==> config.mk <==
export PLATFORM = sky130hd
export DESIGN_NAME = seq_detect_param
export DESIGN_NICKNAME = d
export VERILOG_FILES = /design/src/rtl/seq_detect_param.sv
export SDC_FILE = /design/constraint.sdc
export NUM_CORES = 1
export LEC_CHECK = 0
export ABC_AREA = 1
export CORE_ASPECT_RATIO = 0.6
export CORE_MARGIN = 8
export CORE_UTILIZATION = 25
export CTS_CLUSTER_DIAMETER = 40
export DETAILED_ROUTE_END_ITERATION = 10
export SLEW_MARGIN = 30
export SYNTH_ARGS = -nofsm -noshare
export SYNTH_HDL_FRONTEND = slang
export SYNTH_SLANG_ARGS = --single-unit
==> constraint.sdc <==
create_clock -name clk -period 1.85 [get_ports clk]
set_input_delay 0.37 -clock clk [delete_from_list [all_inputs] [get_ports clk]]
set_output_delay 0.37 -clock clk [all_outputs]
set_load 0.01 [all_outputs]
Fig. 1: run 1, ports around the boundary
Pins as bars across the die edge, other pins in grey.
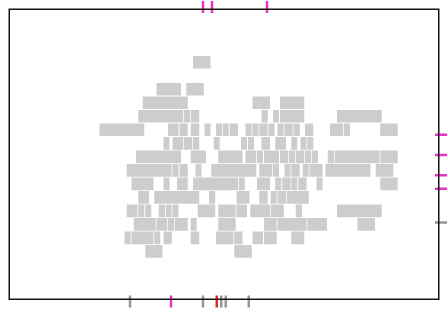
| colour | port | pins | direction | edge |
|---|---|---|---|---|
| red | en | 1 | input | south |
| magenta | match_cnt | 8 | output | 4 east, 3 north, 1 south |
die height: 58.1 um
Die W: 86.2 um
IO buf count: 14

Fig. 2: run 1, placed cells, one colour a class
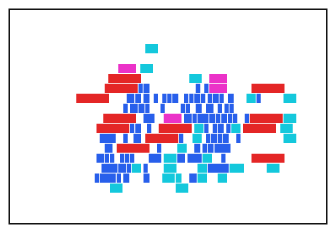
| colour | class | cells |
|---|---|---|
| blue | remaining logic cells | 85 |
| magenta | clock drivers and dummy loads | 4 |
| red | registers | 12 |
| cyan | remaining buffers and delay cells | 25 |
area of the core: 2850 um^2
Final Instance Area: 1070 um^2
final design utilization: 0.375

Fig. 3: run 1, clock distribution
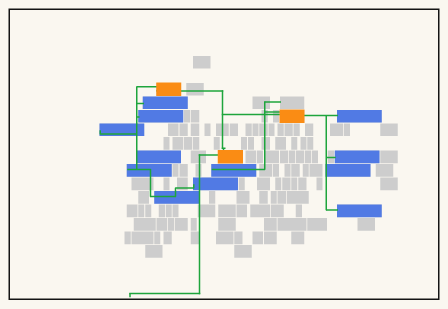
[green] clock wires | length: 211 um
[blue] flip-flops | count: 12
[orange] clock-net drivers | count: 3
routed clock nets: 4
Layout Skew: 0.00214 ns
clock latency on the worst-skew pair: 0.24 ns
fraction of power consumed by the clock network: 0.475
clock-net power: 0.000288 W

==> results_slide.txt, run 1 <==
Physical Implementation Snapshot

Final layout
  • Max reg flops: 8
  • Antenna cells: 0
  • Fin cells: 168
  • Commonest Layout Cell: nand2_1
  • Top cells excl fill/tap: nand2_1, inv_1, clkdlybuf4s50_1, dfrtp_1, nand3_1
  • Share of cells above drive strength 1: 0.214
  • Fillers: approximately 310
  • Synth-to-Final Area Change: 44.5%

Yosys
  • YS warnings: 0
  • # Cells Yosys: roughly 97
  • Synth unique cells: 20
  • EDFF count, synth: 0
  • Mapped Cells: around 97
  • Synth top cells by count: nand2_1, inv_1, dfrtp_1
  • Count leader, synth: nand2_1
  • Cell taking the most area after synthesis: dfrtp_1
  • Aoi share: 0.0592
  • Synth Net Count: 106
  • Largest type area fraction: 0.406
  • Post-synth seq share: 0.406
  • Simple-gate share of the synthesized area: 0.360
  • Post-Syn Area per Cell: 7.62 um^2
  • Ys async rst share: 1.00
  • Mux frac, synth: 0
  • Synth Area in Adders: 0.0677
  • Synth area leaders: dfrtp_1, nand2_1, inv_1
  • Synth logic family: simple AND/OR/NAND/NOR gates
  • Ys flop type: dfrtp_1
  • Ys flops: 12
  • YS chip area: around 740 um^2
  • Synth Area in XOR/XNOR: 0.0237

Final timing
  • Worst Max-Slew Pin Slew: 0.542 ns
  • Tmin final: between 1.5 and 2 ns
  • Max Fclk: 589 MHz
  • Setup TNS: 0 ns
  • Relative slew margins: 0.638
  • RSZ-0062 raised after global routing: false
  • Hold Vio Cnt, Final: 0
  • Hold_ws: 0.480 ns
  • Tcrit/Tclk final: 0.918
  • Slew Viols, Final: 0
  • Setup Viol. Count Final: 0

Global route
  • First-pass GRT wire length: 2940 um
  • Pin count of the biggest net entering global routing: 13
  • Vias in the first global route: 658
  • Antenna violations before repair: 0
  • Gr usage total: 0.0755
  • Gr ovfl total: 0

Run status
  • Status: finished, final reports clean

Clock tree
  • CTS max path bufs: 2
  • CTS tree: yes
  • Clk sinks: 12
  • Num CTS Buffers: 3
  • Setup Fix Bufs, Post-CTS: 0
  • Worst-path clk slew: 0.05 ns
  • Hold buffers post-CTS: 0
  • # resized after CTS: 1
  • H-tree depth: 1

Job
  • Tool warnings: 28
  • Max-Cap Viols: 0

Detailed routing
  • DR WL/cell: ~10 um
  • Initial DRC Count: 45
  • DR vias/cell: 4.16
  • Via Count: about 700
  • # DRC: 0
  • Total wire length: 1720 um
  • Remaining antenna violation count: 0

Critical path
  • Crit path capture type: register
  • CP delay by family, top: simple AND/OR/NAND/NOR gates
  • Worst Setup Path Type: register to register
  • Startpoint Class: register
  • CP Cell Sequence: inv_1 > ha_1 > nand3_1 > buf_4 > nor3_4 > buf_6 > a21oi_1 > nor2_2 > nand2_1 > nor3_2
  • Setup slack, reg-to-reg: 0.15 ns
  • Crit-path slowest cell: dfrtp_1
  • Worst endpoint data arrival time: ~1.9 ns
  • CP Max Fanout: 9
  • Buf+Inv Stages, Crit Path: 3

Power
  • VDD IR max: 0.000198 V
  • P_comb: 0.0000502 W
  • Switching power: 0.000129 W
  • Pwr top: clock
  • Internal power: 0.000478 W
  • Seq power: 0.000268 W
  • Leak Pwr: about 0.5 nW
  • Final Total Pwr: 0.000607 W
  • Comb power frac: 0.083
  • Switching Fraction: 0.212

Hold path
  • Min-delay worst type: primary input to asynchronous set/reset pin

Placement
  • Place WS: -0.167 ns
  • Area of placed instances: 1010 um^2
  • Dpl hpwl: 1440 um
  • Routability cong.: 0.854

Floorplanning
  • Rows: 15
  • Io pins: 15
  • Initial core utilization: 0.259
[run 1: area by class of cell]
| cell class | count | area (um^2) | area share |
|---|---|---|---|
| Multi-Input combinational cell | 69 | 378 | 0.354 |
| Tap cell | 42 | 52.6 | 0.0492 |
| Sequential cell | 12 | 300 | 0.281 |
| Clock buffer | 4 | 55.1 | 0.0515 |
| Timing Repair Buffer | 25 | 221 | 0.207 |
| Inverter | 16 | 61.3 | 0.0574 |
[run 1: per-layer routing]
| layer | vias up | track usage | share of wire |
|---|---|---|---|
| met5 | - | 0 | 0 |
| met4 | 0 | 0.0438 | 0.023 |
| met3 | 5 | 0.0268 | 0.054 |
| met2 | 14 | 0.121 | 0.45 |
| met1 | 313 | 0.0857 | 0.47 |
| li1 | 367 | - | - |
Fig. 4: run 1, signal wires by layer
Two of the layers only.
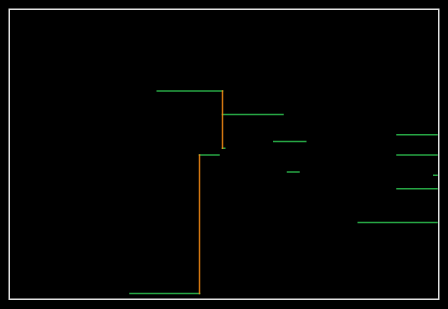

## Run 2: what changed since run 1
--- a/config.mk
+++ b/config.mk
@@ -11,6 +11,7 @@
 export CORE_UTILIZATION = 25
 export CTS_CLUSTER_DIAMETER = 40
 export DETAILED_ROUTE_END_ITERATION = 10
+export DONT_BUFFER_PORTS = 1
 export SLEW_MARGIN = 30
 export SYNTH_ARGS = -nofsm -noshare
 export SYNTH_HDL_FRONTEND = slang
Fig. 5: run 2, signal wires by layer
Two of the layers only.
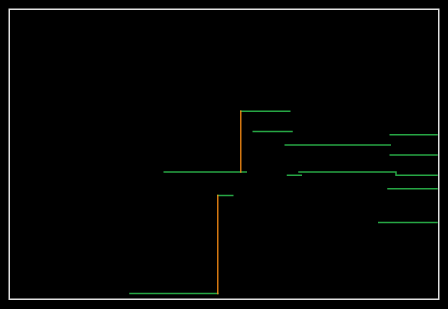
| colour | layer | wire length |
|---|---|---|
| green | M3 | 148 um |
| orange | M4 | 32.0 um |
gr usage total: 0.0727
DR WL/cell: 11.5 um
Via Count: 649
total wire length: 1700 um

Fig. 6: run 2, ports around the boundary
Pins as bars across the die edge, other pins in grey.
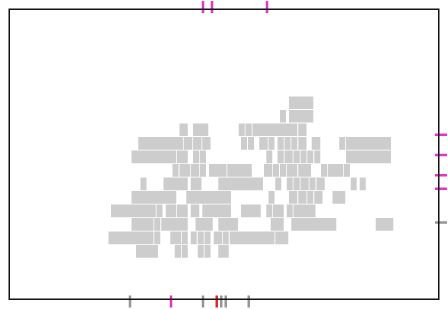
| colour | port | pins | direction | edge |
|---|---|---|---|---|
| magenta | match_cnt | 8 | output | 4 east, 3 north, 1 south |
| red | en | 1 | input | south |
IO buf count: 0

Fig. 7: run 2, clock distribution
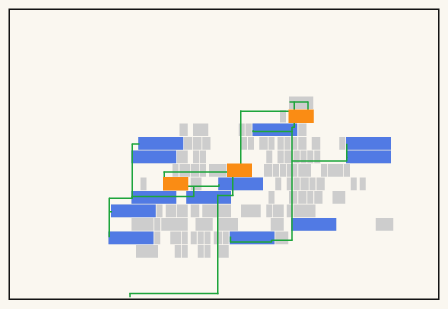
[orange] clock-net drivers | count: 3
[blue] flip-flops | count: 12
[green] clock wires | length: 207 um
routed clock nets: 4
clock-net power: 0.000289 W
fraction of power consumed by the clock network: 0.487

==> run 2 against run 1 <==
Cell count shrank 12%; non-clock buffer count decreased by 20; die size stayed put; synthesized area unchanged; total power down 2.3%; synthesized cell count stayed put; first-iteration DRC count shrank 33%; clock skew up 0.0069 ns; combinational power down 29%; hold slack worse by 0.30 ns; largest power group unchanged; worst setup slack worse by 0.071 ns; utilization down 5.9 points.
==> results_slide.txt, run 2 <==
Physical Implementation Snapshot

Run status
  • Status: finished, final reports clean

Critical path
  • CP Cell Sequence: inv_1 > ha_2 > nand3_2 > nor2_4 > buf_4 > buf_4
  • Worst endpoint data arrival time: ~1.4 ns
  • Worst Setup Path Type: register to primary output
  • Crit path capture type: primary output
  • CP Max Fanout: 3
  • CP delay by family, top: flip-flops

Detailed routing
  • # DRC: 0
  • Remaining antenna violation count: 0
  • DR vias/cell: 4.39

Clock tree
  • Setup Fix Bufs, Post-CTS: 0
  • Clock latency on the worst-skew pair: 0.25 ns
  • Num CTS Buffers: 3
  • CTS max path bufs: 2
  • Clk sinks: 12
  • CTS tree: yes
  • Hold buffers post-CTS: 1

Global route
  • Antenna violations before repair: 0
  • First-pass GRT wire length: 2760 um
  • Pin count of the biggest net entering global routing: 13

Yosys
  • Mapped Cells: between 90 and 100
  • Synth top cells by count: nand2_1, inv_1, dfrtp_1
  • Post-synth seq share: 0.406
  • Synth Area in Adders: 0.0677
  • EDFF count, synth: 0
  • Ys flop type: dfrtp_1
  • Largest type area fraction: 0.406
  • Synth Net Count: roughly 110
  • Ys flops: 12
  • Simple-gate share of the synthesized area: 0.360
  • Cell taking the most area after synthesis: dfrtp_1
  • Synth logic family: simple AND/OR/NAND/NOR gates
  • Count leader, synth: nand2_1

Final layout
  • Register area: 300 um^2
  • Buffer share of cell area: 0.0445
  • Final Instance Area: 900 um^2
  • Multi-Input Combinational: 69
  • Combinational share of cell area: 0.434
  • Final design utilization: 0.315
  • ClkCell Share: 0.0612
  • Top cells excl fill/tap: nand2_1, inv_1, dfrtp_1, nand3_1, nor2_1
  • Fillers: 305

Job
  • Tool warnings: 28
  • Max-Cap Viols: 0

Power
  • VDD IR max: approximately 0.00020 V
  • Comb power frac: 0.060
  • Leak Pwr: 0.422 nW
  • Pwr top: clock
  • Internal power: 0.000466 W
  • Switching power: 0.000127 W
  • P_comb: between 0.00003 and 0.00004 W

Final timing
  • Layout Skew: 0.00907 ns
  • Setup TNS: 0 ns
  • Max Fclk: 565 MHz
  • Relative slew margins: 0.634
  • Tmin final: 1.77 ns
  • Tcrit/Tclk final: 0.956
  • Hold_ws: ~0.18 ns

Placement
  • Routability cong.: between 0.7 and 0.8
  • Area of placed instances: 822 um^2

Floorplanning
  • Rows: 15
  • Initial core utilization: 0.259
run 2: netlist changes by cell type in the layout (fill, tap and decap cells not counted), sizes merged:
cell           before  now
buf                11    4
clkbuf              5    4
clkdlybuf4s50      13    0
dlygate4sd3         0    1
run 2: logic make-up after synthesis:
family / count (synthesis)
and+or+nand+nor: 55
adders and majority gates: 4
xor gates and xnor gates: 2
DFF: 12
AOI/OAI and AO/OA: 8
buffers and inverters: 16
run 2: routing by layer:
layer	vias to the layer above	part of all wire	GRT usage	wire length [um]
met5	-	0	0	0
met4	0	0.018	0.0365	31
met3	4	0.087	0.0394	147
met2	18	0.44	0.107	743
met1	304	0.46	0.0837	772
li1	323	-	-	-
No activity file was given, so power comes from the tool's default toggle rates.
